--- src/rtl/onehot_dec_pkg.sv ---
// Shared types and decode helper for the one-hot to binary decoder.
package onehot_dec_pkg;

  localparam int unsigned ONE_HOT_W_DEF = 16;
  localparam int unsigned ERR_CNT_W_DEF = 8;
  localparam int unsigned OH_MAX_W      = 64;
  localparam int unsigned OH_IDX_W      = 6;

  typedef enum logic [1:0] {
    OH_OK    = 2'd0,
    OH_ZERO  = 2'd1,
    OH_MULTI = 2'd2
  } oh_status_e;

  typedef struct packed {
    logic [OH_IDX_W-1:0] idx;
    oh_status_e          status;
  } oh_dec_t;

  // Lowest set bit index plus classification, looking only at the low 'width' bits.
  function automatic oh_dec_t oh_decode(input logic [OH_MAX_W-1:0] vec,
                                        input int unsigned width);
    oh_dec_t res;
    int unsigned ones;
    res.idx    = '0;
    res.status = OH_OK;
    ones       = 0;
    for (int i = OH_MAX_W - 1; i >= 0; i--) begin
      if ((i < int'(width)) && vec[i]) begin
        ones    = ones + 1;
        res.idx = OH_IDX_W'(i);
      end
    end
    if (ones == 0) begin
      res.status = OH_ZERO;
    end else if (ones == 1) begin
      res.status = OH_OK;
    end else begin
      res.status = OH_MULTI;
    end
    return res;
  endfunction

endpackage

--- src/rtl/onehot_dec_skid.sv ---
// Two-entry valid/ready skid buffer with registered in_ready and out_valid.
module onehot_dec_skid #(
  parameter int unsigned W = 8
) (
  input  logic         clk,
  input  logic         rst_n,
  input  logic [W-1:0] in_data,
  input  logic         in_valid,
  output logic         in_ready,
  output logic [W-1:0] out_data,
  output logic         out_valid,
  input  logic         out_ready
);

  localparam logic [1:0] EMPTY = 2'd0;
  localparam logic [1:0] ONE   = 2'd1;
  localparam logic [1:0] TWO   = 2'd2;

  logic [1:0]   state_q, state_d;
  logic [W-1:0] out_q, out_d;
  logic [W-1:0] skid_q, skid_d;
  logic         in_ready_q;
  logic         out_valid_q;
  logic         accept;
  logic         deq;

  assign accept    = in_valid && in_ready_q;
  assign deq       = out_valid_q && out_ready;
  assign in_ready  = in_ready_q;
  assign out_valid = out_valid_q;
  assign out_data  = out_q;

  // Next state and data movement; the skid entry is only ever filled from ONE.
  always_comb begin
    state_d = state_q;
    out_d   = out_q;
    skid_d  = skid_q;
    case (state_q)
      EMPTY: begin
        if (accept) begin
          out_d   = in_data;
          state_d = ONE;
        end
      end
      ONE: begin
        if (accept && deq) begin
          out_d = in_data;
        end else if (accept) begin
          skid_d  = in_data;
          state_d = TWO;
        end else if (deq) begin
          state_d = EMPTY;
        end
      end
      TWO: begin
        if (deq) begin
          out_d   = skid_q;
          state_d = ONE;
        end
      end
      default: state_d = EMPTY;
    endcase
  end

  // State and data registers; handshake flags are precomputed from the next state.
  always_ff @(posedge clk) begin
    if (!rst_n) begin
      state_q     <= EMPTY;
      out_q       <= '0;
      skid_q      <= '0;
      in_ready_q  <= 1'b1;
      out_valid_q <= 1'b0;
    end else begin
      state_q     <= state_d;
      out_q       <= out_d;
      skid_q      <= skid_d;
      in_ready_q  <= (state_d != TWO);
      out_valid_q <= (state_d != EMPTY);
    end
  end

endmodule

--- src/rtl/onehot_to_bin_decoder.sv ---
// Streaming one-hot to binary index decoder with status, skid output and error count.
// Optional: define ONEHOT_DEC_ERR_CNT_EN to build the saturating error counter;
// otherwise err_cnt_o is tied to zero.
module onehot_to_bin_decoder
  import onehot_dec_pkg::*;
#(
  parameter int unsigned ONE_HOT_W = ONE_HOT_W_DEF,
  parameter int unsigned ERR_CNT_W = ERR_CNT_W_DEF
) (
  input  logic                         clk_i,
  input  logic                         rst_ni,
  input  logic [ONE_HOT_W-1:0]         one_hot_i,
  input  logic                         in_valid_i,
  output logic                         in_ready_o,
  output logic [$clog2(ONE_HOT_W)-1:0] bin_o,
  output logic [1:0]                   status_o,
  output logic                         err_o,
  output logic                         out_valid_o,
  input  logic                         out_ready_i,
  output logic [ERR_CNT_W-1:0]         err_cnt_o
);

  localparam int unsigned BIN_W = $clog2(ONE_HOT_W);
  localparam int unsigned PAY_W = BIN_W + 2;

  oh_dec_t          dec;
  logic [PAY_W-1:0] in_pay;
  logic [PAY_W-1:0] out_pay;
  logic             unused_dec_idx;

  // Decode the word currently presented at the input.
  always_comb begin
    dec    = oh_decode(OH_MAX_W'(one_hot_i), ONE_HOT_W);
    in_pay = {dec.idx[BIN_W-1:0], dec.status};
  end

  assign unused_dec_idx = ^dec.idx;

  onehot_dec_skid #(
    .W (PAY_W)
  ) u_skid (
    .clk       (clk_i),
    .rst_n     (rst_ni),
    .in_data   (in_pay),
    .in_valid  (in_valid_i),
    .in_ready  (in_ready_o),
    .out_data  (out_pay),
    .out_valid (out_valid_o),
    .out_ready (out_ready_i)
  );

  assign bin_o    = out_pay[PAY_W-1:2];
  assign status_o = out_pay[1:0];
  assign err_o    = (oh_status_e'(out_pay[1:0]) != OH_OK);

`ifdef ONEHOT_DEC_ERR_CNT_EN
  logic                 accept;
  logic [ERR_CNT_W-1:0] err_cnt_q;

  assign accept = in_valid_i && in_ready_o;

  // Count error words at acceptance, holding at all-ones.
  always_ff @(posedge clk_i) begin
    if (!rst_ni) begin
      err_cnt_q <= '0;
    end else if (accept && (dec.status != OH_OK) && (err_cnt_q != {ERR_CNT_W{1'b1}})) begin
      err_cnt_q <= err_cnt_q + ERR_CNT_W'(1);
    end
  end

  assign err_cnt_o = err_cnt_q;
`else
  assign err_cnt_o = '0;
`endif

endmodule
--- config.mk ---
export PLATFORM = sky130hd
export DESIGN_NAME = onehot_to_bin_decoder
export DESIGN_NICKNAME = d
export VERILOG_FILES = /design/src/rtl/onehot_dec_pkg.sv /design/src/rtl/onehot_dec_skid.sv /design/src/rtl/onehot_to_bin_decoder.sv
export SDC_FILE = /design/constraint.sdc
export NUM_CORES = 1
export LEC_CHECK = 0
export CAP_MARGIN = 15
export CORE_ASPECT_RATIO = 0.75
export CORE_MARGIN = 2
export CORE_UTILIZATION = 25
export CTS_CLUSTER_DIAMETER = 120
export CTS_CLUSTER_SIZE = 12
export DETAILED_ROUTE_END_ITERATION = 8
export SYNTH_ARGS = -nofsm -noshare
export SYNTH_HDL_FRONTEND = slang
export SYNTH_SLANG_ARGS = --single-unit
--- constraint.sdc ---
create_clock -name clk_i -period 25.1 [get_ports clk_i]
set_input_delay 5.02 -clock clk_i [delete_from_list [all_inputs] [get_ports clk_i]]
set_output_delay 5.02 -clock clk_i [all_outputs]
set_load 0.03 [all_outputs]
==> impl_metrics.tcl, run 1 <==
# flow metrics
set metrics [dict create \
    min_path_cells 2 \
    firstDrtPassIters 5 \
    hold_violations 0 \
    ys_warn_count 0 \
    max_stage_delay_ps 490 \
    clock_area_frac 0.0267 \
    nets 434 \
    cts_resized 0 \
    inverters 16 \
    synth_flops 16 \
    crit_path_frequent_cell "ha_1" \
    synth_cell_types 75 \
    ir_worst_vdd_mv 0.0505 \
    mi_logic_area_mm2 0.00240 \
    htree_levels 1 \
    cts_tree "done" \
    std_cell_rows 34 \
    ys_async_sr_fraction 0 \
    holdWs_ps 480 \
    synthesis.area_mm2 0.00290 \
    grt_setup_unrepaired "false" \
    critical_path_class "in -> reg" \
    xor_area_frac 0.219 \
    min_path_type "reg -> reg" \
    max_freq_ghz 0.0685 \
    antenna_found_initial 0 \
    drv_slew 0 \
    ys_sh_simple 0.264 \
    clockPowerShare 0.089 \
    yosysChipArea_mm2 0.00290 \
    power_frac_seq 0.084 \
    min_period_over_period 0.582 \
    ys_sh_mux 0.0427 \
    antenna_cells 0 \
    post-cts-setup-buffers 0 \
    critPathArrivalTime_ps 14780 \
    grt.total_usage 0.109 \
    fin_util 0.291 \
    buffers 29 \
    fp_util 0.254 \
    dpl_cell_area_mm2 0.00324 \
    buffer_area_frac 0.0863 \
    startpoint "one_hot_i[14]" \
    setup_ws_ps 10500 \
    cell_internal_pwr_uw 190 \
    cp_top_family "adder cells" \
    pg_clk_uw 33.4 \
    gp_congestion 0.874 \
    grt_pass1_vias 2554 \
    r2r-start "u_skid.out_valid" \
    final.setup.tns_ps 0 \
    cp.depth 45 \
    seqAreaFraction 0.0961 \
    cts_sinks 16 \
    critPathBufInv 4 \
    switching_power_uw 183 \
    clk_path_buf_depth 2 \
    hold_buffers 0 \
    core_area_mm2 0.0114 \
    min_from "u_skid.skid_q[3]" \
    n_tap_cell 144 \
    start_kind "input pin" \
    largestClassByArea "multi-input combinational cells" \
    grt_max_degree 19 \
    port_buffers 28 \
    status "complete, no violations" \
    area_delta_synth_final_pct 14.9 \
    critPathCaptureType "flop" \
    chip_area_mm2 0.0125 \
    nFillCells 1197 \
    clk_latency_ps 240 \
    pwr-share-comb 0.827 \
    final_cells 541 \
    ys_sh_aoi 0.220 \
    finalSetupViolCount 0 \
    power_leakage_uw 0.00130 \
    r2r_cells 7 \
    relSlewSlack 0.515 \
    drt_iter0_drc 165 \
    dominantRegCellSynth "dfxtp_1" \
    n_clock_buffer 4 \
    tightestPinTransition_ps 720 \
    comb_cells 332 \
    place_inst 537 \
    crit_fanout 5 \
    synthCells 384 \
    power_combinational_uw 309 \
]
## run 1: state kept, by name (all words and copies together), names as in the netlist
| register | cells |
|---|---|
| u_skid.out_valid | 1 |
| u_skid.skid_q | 6 |
| u_skid.out_data | 6 |
| u_skid.in_ready | 1 |
| u_skid.state_q | 2 |
## run 1: per-layer routing
layer / vias up / share of wire / track usage
met5: - / 0 / 0
met4: 0 / 0.0095 / 0.0194
met3: 4 / 0.021 / 0.00606
met1: 1221 / 0.51 / 0.158
li1: 1367 / - / -
met2: 39 / 0.46 / 0.180
## run 1: synthesized netlist by cell type, drive strengths merged, types with 14 or more instances
cell type,count,area share
ha,16,0.069
dfxtp,16,0.11
nor2,42,0.054
o21ai,16,0.028
xnor2,33,0.14
nand2,48,0.062
xor2,15,0.048
a21oi,14,0.024
inv,16,0.021
buf,15,0.037
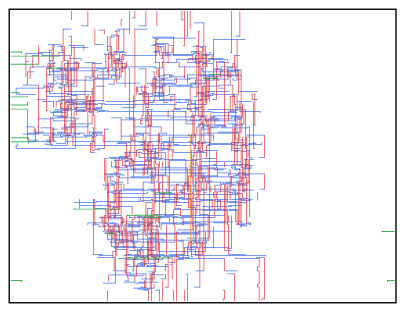
run_1/metal_stack.png
(3 px per um)
met3 -> green  # wire length 140 um
met2 -> red  # wire length 3080 um
met4 -> orange  # wire length 64.6 um
met1 -> blue  # wire length 3420 um

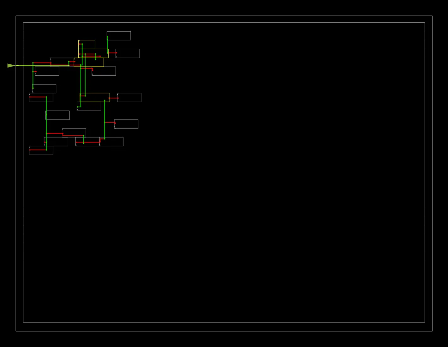
run_1/final_clocks.png
sequential cell count: 16
TritonCTS Buffers: 3
Clock Skew: 1.65 ps

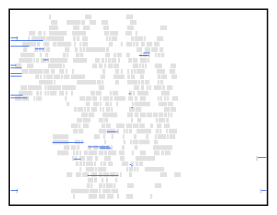
run_1/met3.png
(2 px per um)
nets with wire on the layer = 24
share of all routed wire = 2.1%
wire length on this layer = 140 um
main direction = horizontal
longest straight run = 15.9 um
Vias: 2631
M3 GR Usage: 0.00606
final WL: 6710 um

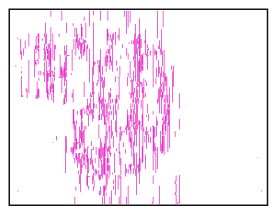
run_1/met2.png
(2 px per um)
main direction = vertical
nets with wire on the layer = 371
longest straight run = 37.4 um
share of all routed wire = 46%

--- run 2 (diff from run 1) ---
==> constraint.sdc (replaced) <==
create_clock -name clk_i -period 13.5 [get_ports clk_i]
set_input_delay 2.7 -clock clk_i [delete_from_list [all_inputs] [get_ports clk_i]]
set_output_delay 2.7 -clock clk_i [all_outputs]
set_load 0.03 [all_outputs]
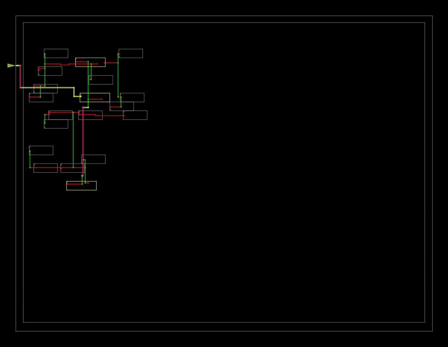
run_2/final_clocks.png
Clock Sinks: 16
Clock Skew: 1.75 ps

==> impl_metrics.tcl, run 2 <==
# flow metrics
set metrics [dict create \
    clk_path_buf_depth 2 \
    post-cts-setup-buffers 0 \
    n_clock_buffer 3 \
    final_cells 540 \
    ys_sh_simple 0.264 \
    cts_tree "done" \
    ir_worst_vdd_mv 0.0762 \
    critPathArrivalTime_ps 12430 \
    comb_cells 332 \
    relSlewSlack 0.529 \
    holdWs_ps 479 \
    vias 2637 \
    grt_setup_unrepaired "false" \
    area_delta_synth_final_pct 14.4 \
    hold_buffers 0 \
    ys_sh_aoi 0.220 \
    grt_max_degree 19 \
    firstDrtPassIters 4 \
    status "complete, no violations" \
    core_area_mm2 0.0114 \
    hold_violations 0 \
    setup_ws_ps 1210 \
    critPathBufInv 4 \
    pwr-share-comb 0.832 \
    seqAreaFraction 0.0965 \
    synthTopCellsByCount "nand2_1, nor2_1, xnor2_1, dfxtp_1, ha_1" \
    port_buffers 28 \
    pg_clk_uw 56.9 \
    dominantRegCellSynth "dfxtp_1" \
    min_from "u_skid.skid_q[3]" \
    fin_util 0.290 \
    ys_async_sr_fraction 0 \
    clockPowerShare 0.083 \
    clock_area_frac 0.0226 \
    std_cell_rows 34 \
    routed_wl_um 6570 \
    power_combinational_uw 568 \
    synthCells 384 \
    cts_resized 0 \
    mi_logic_area_mm2 0.00240 \
    drv_slew 0 \
    gr-usage-met1 0.155 \
    switching_power_uw 336 \
    max_stage_delay_ps 500 \
    ys_warn_count 0 \
    flop-count 16 \
    ys_sh_mux 0.0427 \
    grt_pass1_vias 2475 \
    grt_use_met3 0.00496 \
    cp.depth 46 \
    min_path_type "reg -> reg" \
    power_frac_seq 0.085 \
    inverters 16 \
    antenna_found_initial 0 \
    largest_area_cell "dfxtp_1" \
    yosysChipArea_mm2 0.00290 \
    gp_congestion 0.830 \
    start_kind "input pin" \
    critPathCaptureType "flop" \
    drt_iter0_drc 183 \
    drt-met1-wl_um 3320 \
    clk_latency_ps 250 \
    grt.total_usage 0.108 \
    final.setup.tns_ps 0 \
    crit_path_frequent_cell "ha_1" \
    chip_area_mm2 0.0125 \
    min_period_over_period 0.911 \
    n_tap_cell 144 \
    cp_top_family "adder cells" \
    buffers 29 \
    synth_flops 16 \
    place_inst 537 \
    critical_path_class "in -> reg" \
    synth.top_cell.area_share 0.110 \
    tightestPinTransition_ps 705 \
    dpl_cell_area_mm2 0.00324 \
    crit_fanout 5 \
    buffer_area_frac 0.0867 \
    xor_area_frac 0.219 \
    synthesis.area_mm2 0.00290 \
    most_common_cell "nand2_1" \
    finalSetupViolCount 0 \
    use_met2 0.180 \
    topCellsByArea "dfxtp_1, xnor2_1, ha_1" \
    nets 434 \
    fp_util 0.254 \
    wl_met3_um 106 \
    min_path_cells 2 \
]
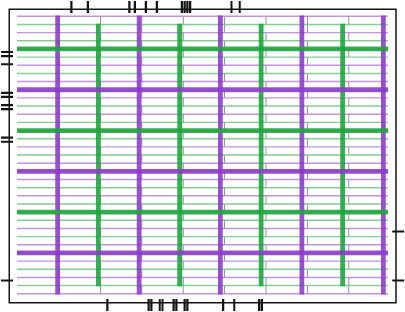
run_2/pdn.png
(3 px per um) Pins as bars on the die edge. Tap cells in grey.
VSS -> purple
VDD -> green
met1 rails = 35
tap cells = 144

## run 2: worst max path at each step
stage	start	endpoint	slack, ps
6_report	one_hot_i[14]	u_skid.out_data[0]	1210
5_1_grt	one_hot_i[14]	u_skid.out_data[0]	360
4_1_cts	one_hot_i[14]	u_skid.out_data[0]	1260
3_5_place_dp	one_hot_i[14]	u_skid.out_data[0]	1040
3_3_place_gp	one_hot_i[14]	u_skid.out_data[0]	1240
2_1_floorplan	one_hot_i[14]	u_skid.out_data[0]	2430
## run 2: worst reg2reg max path: stages (launching register included)
cell and delay [ps]:
dfxtp_1 350, nand2_1 120, and2_1 210, o32ai_1 600, buf_4 260, o211ai_1 100, o21ai_0 100, nor2_1 60
Power figures rest on the tool's default switching activity, not on a simulated workload.
